**Run 1: wiring heat map**

Scale: 4 px per um. 18 x 18 tiles, from dark purple (low) to yellow (high), scaled to the fullest tile. Values are wire area over tile area, all layers added.
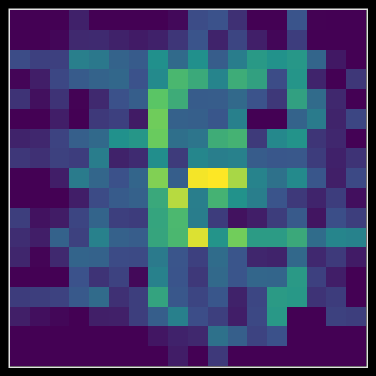
**Run 1: close-up of the layout**

Window x 20 to 70, y 37 to 87 um. Cells in gray, sequential cells in the stronger gray; small squares are vias.
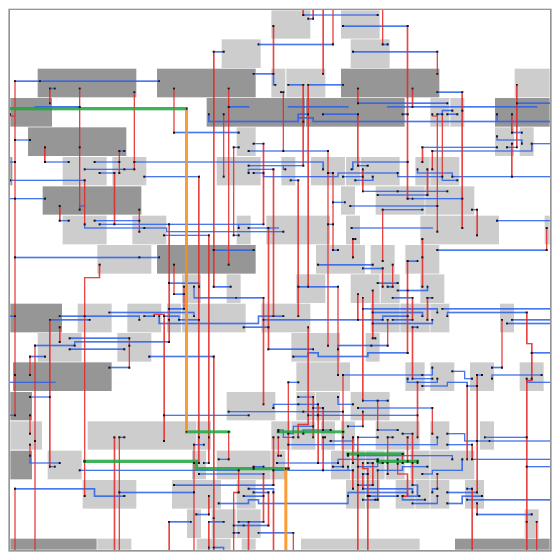
**Run 1: placed standard cells**

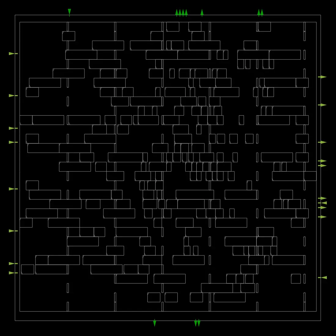
Design conv_gray_bin_sync, sky130hd; sources not shown.
==> flow_summary.json, run 1 <==
{
  "status": "complete, no violations",
  "start_kind": "register",
  "critical_path_class": "reg2reg",
  "fin_ws_ps": 585,
  "pwr_density_cell_nw_per_um2": 525,
  "max_stage_delay_ps": 530,
  "warnings": 30,
  "holdWs_ps": 353,
  "fp.dieH_um": 89.1,
  "yosysWarnings": 0,
  "slew_headroom_pct": 50.6,
  "grt_overflow": 0,
  "synth-cells-yosys": 189,
  "synthCells": 189,
  "slowest_stage": "xor3_2",
  "design.seq.count": 45,
  "synthArstFlopShare_pct": 100,
  "comb_share_pct": 36.0,
  "drv_slew": 0,
  "swShare_pct": 31.0,
  "cts-root-buf": "clkbuf_8",
  "lay_top_cells": "dfrtp_1 (45), clkdlybuf4s50_1 (27), inv_1 (17)",
  "synthesis.nets": 213,
  "clockNetworkAreaShare_pct": 4.47,
  "largest_area_cell": "dfrtp_1",
  "num-nonclk-buffers": 29,
  "synth_top_area_share_pct": 51.2,
  "yosys_most_used_dff": "dfrtp_1",
  "drive_gt1_share_pct": 13.1,
  "worstSetupPathDepth": 13,
  "critical_path.most_common_cell": "o21ai_0",
  "nonClkBufAreaFrac_pct": 10.6,
  "critical_path_buf_inv_count": 0,
  "tritoncts": "yes",
  "core-area_um2": 7290,
  "total_power_mw": 1.41,
  "ys.flops": 45,
  "finClkSkew_ps": 4.27,
  "fillers": 775,
  "path_max_fanout": 4,
  "synthTopCellsByCount": "dfrtp_1 (45), inv_1 (17), nor2_1 (14)"
}
-- 'wiring heat map' (at the start) --
densest ninth of the die: middle
tiles over half the peak: 13%
mean over tiles: 0.072
nearly empty tiles: 22%
fullest tile: 0.31
WL/cell: 11.6 um
Total Wirelength: 3710 um
GRT Util Overall: 10.5%
via count: 1366

-- 'close-up of the layout' (at the start) --
| layer | color |
|---|---|
| metal 3 | green |
| metal 1 | blue |
| metal 2 | red |
| metal 4 | orange |
cells with their middle in the window: 106
sequential cells in the window: 11
most frequent: inv_1 (13), dfrtp_1 (11), o21ai_0 (9)

-- 'placed standard cells' (at the start) --
Std-Cell Rows: 31
Layout Cells excl Fill: 320
Seq/total area: 41.9%

[run 1: layer usage]
layer,GRT usage [%],routed length [um],vias to the layer above
met3,2.22,138,4
met5,0,0,-
met1,14.5,1890,631
met4,4.76,45,0
li1,-,-,702
met2,16.0,1640,29
[run 1: logic make-up after synthesis]
kind of cell	count (synthesis)	synth area share [%]
muxes	14	7.22
and+or+nand+nor	43	9.84
AOI/OAI and AO/OA	35	10.2
DFF	45	51.2
buffers and inverters	22	4.83
adders and majority gates	13	7.73
xor gates and xnor gates	17	9.04
[run 1: worst register-to-register path, delay by kind of cell (launching register included)]
family,cells,cell delay (ps)
AND/OR/NAND/NOR,1,150
multiplexers,1,290
XOR/XNOR,5,1350
flip-flops,1,420
adder cells (fa/ha/maj),2,590
AND-OR/OR-AND,4,590
## Run 2: what changed since run 1
--- a/config.mk
+++ b/config.mk
@@ -9,6 +9,7 @@
 export CORE_UTILIZATION = 29
 export CTS_BUF_LIST = sky130_fd_sc_hd__clkbuf_8 sky130_fd_sc_hd__clkbuf_16
 export DETAILED_ROUTE_END_ITERATION = 8
+export DONT_BUFFER_PORTS = 1
 export PLACE_DENSITY_LB_ADDON = 0.1
 export SLEW_MARGIN = 20
 export SYNTH_ARGS = -nofsm -noshare
**Run 2: close-up of the layout**

Window x 20 to 70, y 37 to 87 um. Cells in gray, sequential cells in the stronger gray; small squares are vias.
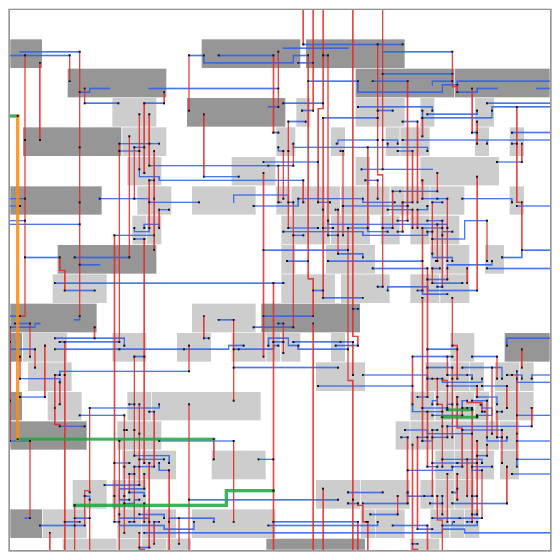
| layer | color |
|---|---|
| metal 3 | green |
| metal 1 | blue |
| metal 2 | red |
| metal 4 | orange |
most frequent: inv_1 (13), dfrtp_1 (12)
cells with their middle in the window: 108
sequential cells in the window: 12

**Run 2: cell sizes after repair**

Scale: 3 px per um.
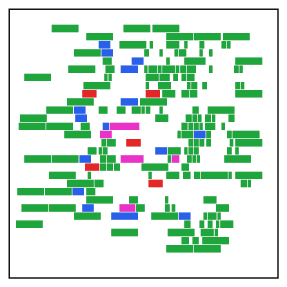
| size | color | cells | share |
|---|---|---|---|
| _0 and _1 cells | green | 168 | 87% |
| _3 and _4 cells | magenta | 5 | 2.6% |
| _2 cells | blue | 15 | 7.8% |
| _6 and larger | red | 5 | 2.6% |
bufs w/o clock: 1
Area growth, synth to finish: 7.67%
Final WS setup: 527 ps

==> run 2 against run 1 <==
Compared with the run above:
- cell area shrank 12%
- clock skew is 1.3 ps higher
- sequential cell count is the same
- global-route usage up 0.36 points
- core utilization fell by 4.4 points
- highest routed layer unchanged
- critical path type unchanged
==> flow_summary.json, run 2 <==
{
  "placed_cell_area_um2": 2290,
  "dr.max_layer_used": "met4",
  "synthTopCellsByCount": "dfrtp_1 (45), inv_1 (17), nor2_1 (14)",
  "critical_path_buf_inv_count": 0,
  "worstSetupPathDepth": 13,
  "synth-cells-yosys": 189,
  "yosys_most_used_dff": "dfrtp_1",
  "drt-met1-wl_um": 1720,
  "start_kind": "register",
  "grt-busiest-layer": "met2",
  "yosysWarnings": 0,
  "ys_seq_share_pct": 51.2,
  "ys.flops": 45,
  "pwr_density_cell_nw_per_um2": 503,
  "finClkSkew_ps": 5.62,
  "synthCells": 189,
  "drv_slew": 0,
  "core-area_um2": 7290,
  "cts-root-buf": "clkbuf_8",
  "critical_path_class": "reg2reg",
  "slew_headroom_pct": 49.4,
  "grt_overflow": 0,
  "synthesis.nets": 213,
  "stdcell_count": 292,
  "fillers": 766,
  "largest_area_cell": "dfrtp_1",
  "drive_gt1_share_pct": 13.0,
  "max_stage_delay_ps": 540,
  "rows": 31,
  "fp.dieH_um": 89.1,
  "lay_top_cells": "dfrtp_1 (45), inv_1 (20), nor2_1 (14)",
  "use_met1_pct": 13.4,
  "status": "complete, no violations",
  "met3_usage_pct": 3.42,
  "slowest_stage": "xor3_2",
  "use_met2_pct": 18.1
}
**Run 2: wiring heat map**

Scale: 4 px per um. 18 x 18 tiles, from dark purple (low) to yellow (high), scaled to the fullest tile. Values are wire area over tile area, all layers added.
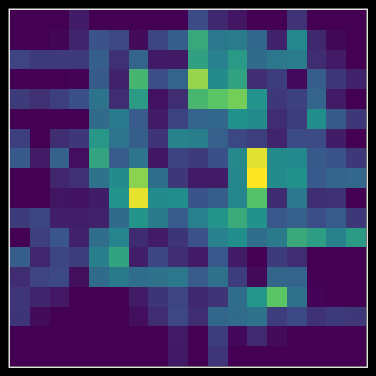
mean over tiles: 0.074
tiles over half the peak: 9.3%
fullest tile: 0.35
nearly empty tiles: 25%
Total Wirelength: 3790 um
GRT Util Overall: 10.9%
WL/cell: 13.0 um
via count: 1290

[run 2: cells by family after synthesis]
logic type,share of synthesized area (%)
AND-OR/OR-AND,10.2
buffers and inverters,4.83
multiplexers,7.22
AND/OR/NAND/NOR,9.84
adder cells (fa/ha/maj),7.73
XOR/XNOR,9.04
flip-flops,51.2
[run 2: final cells by class]
type	count	area share, %
multi-input cells	122	40.9
clock inverters	3	0.475
flip-flops and latches	45	47.5
well taps	99	5.23
repair buffers	1	0.317
inverters	17	2.69
clock buffers	5	2.90
[run 2: where the power goes]
| group | internal [mW] | total [mW] | switching [mW] |
|---|---|---|---|
| Clock | 0.114 | 0.255 | 0.141 |
| Combinational | 0.160 | 0.339 | 0.179 |
| Sequential | 0.515 | 0.599 | 0.0842 |
| Total | 0.789 | 1.19 | 0.404 |
Power figures rest on the tool's default switching activity, not on a simulated workload.
